Fig. 1: run 1, nets reached from selected ports
(1.5 px per um)
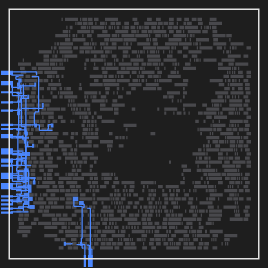
Fig. 2: run 1, cell placement
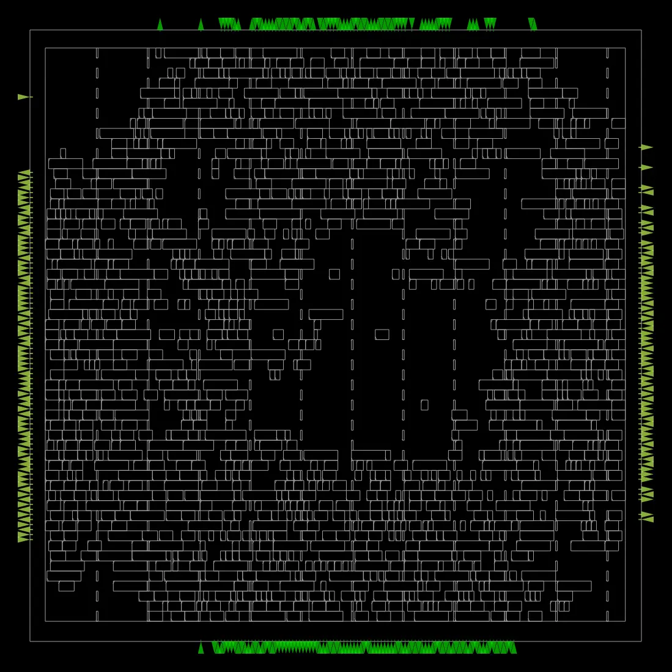
Fig. 3: run 1, cell sizes after repair
(3 px per um)
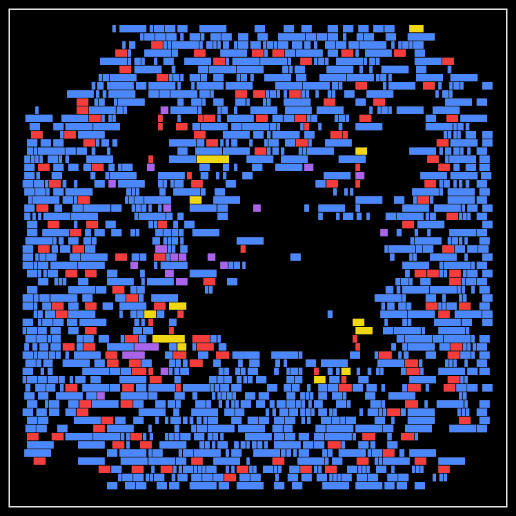
Design mem_stage, sky130hd; sources not shown.
==> flow_summary.yaml, run 1 <==
# yosys + openroad results
final_timing:
  hold_viol_final: 0
  finalSetupTns_ns: 0
  tightest_slew_ns: 1.10
  timing.slew.headroom_pct: 27.0
run_status:
  status: "complete, no violations"
worst_setup_path:
  crit_arrival_ns: 4.54
  crit_path_start_kind: "flop"
  crit_top_cell: "nor2_1"
  crit_cells: 6
  required_ns: 5.92
  crit_buf_inv: 2
  reg2reg_slack_ns: 3.21
  crit_fanout: 34
global_route:
  gr-usage-met3_pct: 4.82
  globalRoute.totalOverflow: 0
  met2_usage_pct: 34.3
route:
  drcViolationCount: 0
  met1Wirelength_mm: 12.9
  met2WireLength_mm: 14.0
  wirelength_mm: 30.0
  highest_layer: "met4"
  viasPerCell: 5.34
cts:
  cts_tree: "done"
  cts_buffer_depth: 2
  cts-resized-gates: 0
power:
  powerDensity_nw_per_um2: 242
  powerComb_mw: 1.16
  seqPwrFrac_pct: 44.4
  internal-power_mw: 1.92
  switchingPower_mw: 1.24
  swShare_pct: 39.4
  p_seq_mw: 1.40
  power_frac_comb_pct: 36.6
synthesis:
  synthTopLogicFamily: "simple AND/OR/NAND/NOR gates"
  simple_gate_share_pct: 16.7
  xor_area_share_pct: 0
  top_cells_by_count: "nand2_1, dfrtp_1, mux2_2"
  ys_seq_share_pct: 48.5
  mux_share_pct: 15.8
  numSynthFlops: 192
  ys_chip_area_um2: 9900
  yosys.area_share.adder_pct: 0
  synth_area_leader_cell: "dfrtp_1"
placed_design:
  dp_cells: 1554
  placed_area_um2: 12800
finish:
  antenna_cells: 4
  nClkBuffers: 18
  non_clock_buffer_count: 307
  logic_area_um2: 4480
  drive_gt1_share_pct: 14.3
  final-nonclk-buf-share_pct: 23.3
  comb_cells: 723
  largest_class: "registers"
run:
  warnings: 26
  max_cap_violations: 0
die:
  die_w_um: 165
  placementRows: 57
min_path:
  whs_path_depth: 2
Notes on Fig. 1 above:
| color | port | bits | direction | end cells | buffers | wire |
|---|---|---|---|---|---|---|
| blue | dmem_wdata_o | 32 | output | 32 | 32 | 933 um |
I/O pin count: 298
# port buffers: 295

Notes on Fig. 2 above:
num tapcells: 324
Cell Count, Final, Fillers Out: 1,590
Final Util: 53.7%
flop share of the area: 36.8%
core area: 24,300 um^2

Notes on Fig. 3 above:
| color | size | cells | share | most used |
|---|---|---|---|---|
| red | _2 cells | 149 | 12% | mux2_2 |
| yellow | _6 and larger | 12 | 0.95% | inv_8 |
| blue | _0 and _1 cells | 1,081 | 86% | clkdlybuf4s50_1 |
| purple | _3 and _4 cells | 20 | 1.6% | buf_4 |
design area: 13,100 um^2
final worst setup slack: 1.38 ns
synth-to-layout area growth: 31.9%

## Run 2: what changed since run 1
Settings changed: PLACE_DENSITY 0.78 to 0.8.
Clock period 7.4 ns to 5.4 ns, I/O delays scaled along.
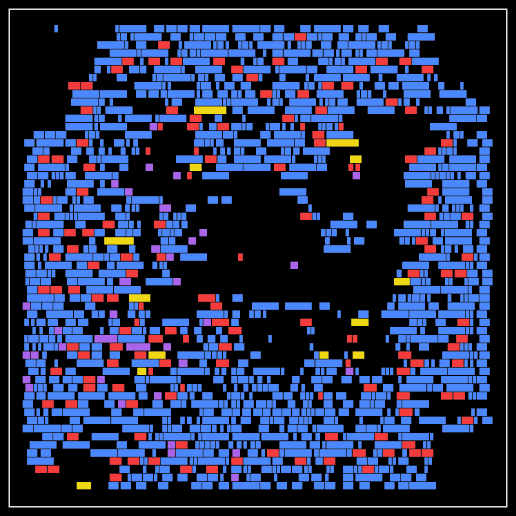
Fig. 4. Cell sizes after repair (run 2).
(3 px per um)
Non-clk bufs: 313
synth-to-layout area growth: 32.2%
design area: 13,100 um^2
final worst setup slack: 0.398 ns

==> run 2 against run 1 <==
Wire length hardly changed. Synthesized cell count unchanged. Sequential cell count unchanged. Power up 36%. Largest power group unchanged. Highest routed layer unchanged. Final area is 0.27% higher.
==> flow_summary.yaml, run 2 <==
# yosys + openroad results
run_status:
  status: "complete, no violations"
power:
  internal-power_mw: 2.61
  powerDensity_nw_per_um2: 329
  p_seq_mw: 1.93
  powerComb_mw: 1.59
  power.leakage_nw: 5.67
  clkPwrFrac_pct: 18.4
  ir_drop_mv: 0.164
  seqPwrFrac_pct: 44.7
  power.group.top: "registers"
  power_frac_comb_pct: 36.9
  switchingPower_mw: 1.70
  swShare_pct: 39.4
synthesis:
  async_flop_share_pct: 100
  simple_gate_share_pct: 16.7
  topCellsByArea: "dfrtp_1, mux2_2, nand2_1, a31oi_1, buf_4"
  yosys.area_share.adder_pct: 0
  top_cells_by_count: "nand2_1, dfrtp_1, mux2_2"
  numSynthFlops: 192
  yosys_cells: 1033
  synth_cell_types: 51
  ys_seq_share_pct: 48.5
  xor_area_share_pct: 0
  mux_share_pct: 15.8
  ys_chip_area_um2: 9900
  netlist_instances: 1033
  synthTopLogicFamily: "simple AND/OR/NAND/NOR gates"
  synth_area_leader_cell: "dfrtp_1"
global_route:
  gr-usage-met3_pct: 5.88
  globalRoute.totalOverflow: 0
  grt_usage_pct: 21.9
  met2_usage_pct: 34.9
finish:
  antenna_cells: 2
  final-nonclk-buf-share_pct: 23.7
  stdcell_count: 1593
  largest_class: "registers"
  nClkBuffers: 17
  lay_top_count: "clkdlybuf4s50_1"
  sh_seq_area_pct: 36.7
  layout.non_clock_inverters: 8
  comb_cells: 723
  drive_gt1_share_pct: 15.5
  fin_nets: 1405
  logic_area_um2: 4480
  post-route-util_pct: 53.9
final_timing:
  finalClockPeriodUsage_pct: 92.6
  timing.slew.headroom_pct: 34.4
  hold_viol_final: 0
  drv_slew: 0
  finalSetupTns_ns: 0
  setup_viol: 0
  tightest_slew_ns: 0.985
placed_design:
  io_buffers: 295
  placed_area_um2: 12800
  dpl.hpwl_mm: 21.5
  gp_congestion: 0.881
  dp_cells: 1558
die:
  core_area_um2: 24300
  die_y_um: 165
  io_pins: 298
  die_w_um: 165
  placementRows: 57
  tap_cells: 324
worst_setup_path:
  crit_buf_inv: 3
  required_ns: 4.32
  crit_path_max_incr_delay_ns: 0.84
  critPathCaptureType: "primary output"
  crit_arrival_ns: 3.92
  crit_cells: 6
  worst-setup-path-type: "flop to primary output"
  reg2reg_slack_ns: 1.75
  crit_fanout: 55
  crit_path_start_kind: "flop"
route:
  wirelength_mm: 30.1
  dr.pass1.iters: 5
  wl_per_cell_um: 18.9
  drtIter0Drc: 670
  met2WireLength_mm: 14.4
  viasPerCell: 5.33
  highest_layer: "met4"
  met1Wirelength_mm: 12.6
  drcViolationCount: 0
run:
  max_cap_violations: 0
  warnings: 26
cts:
  cts-resized-gates: 0
  cts_buffer_depth: 2
  cts_tree: "done"
  hold_buffers: 0
Power and IR drop assume default switching activity.
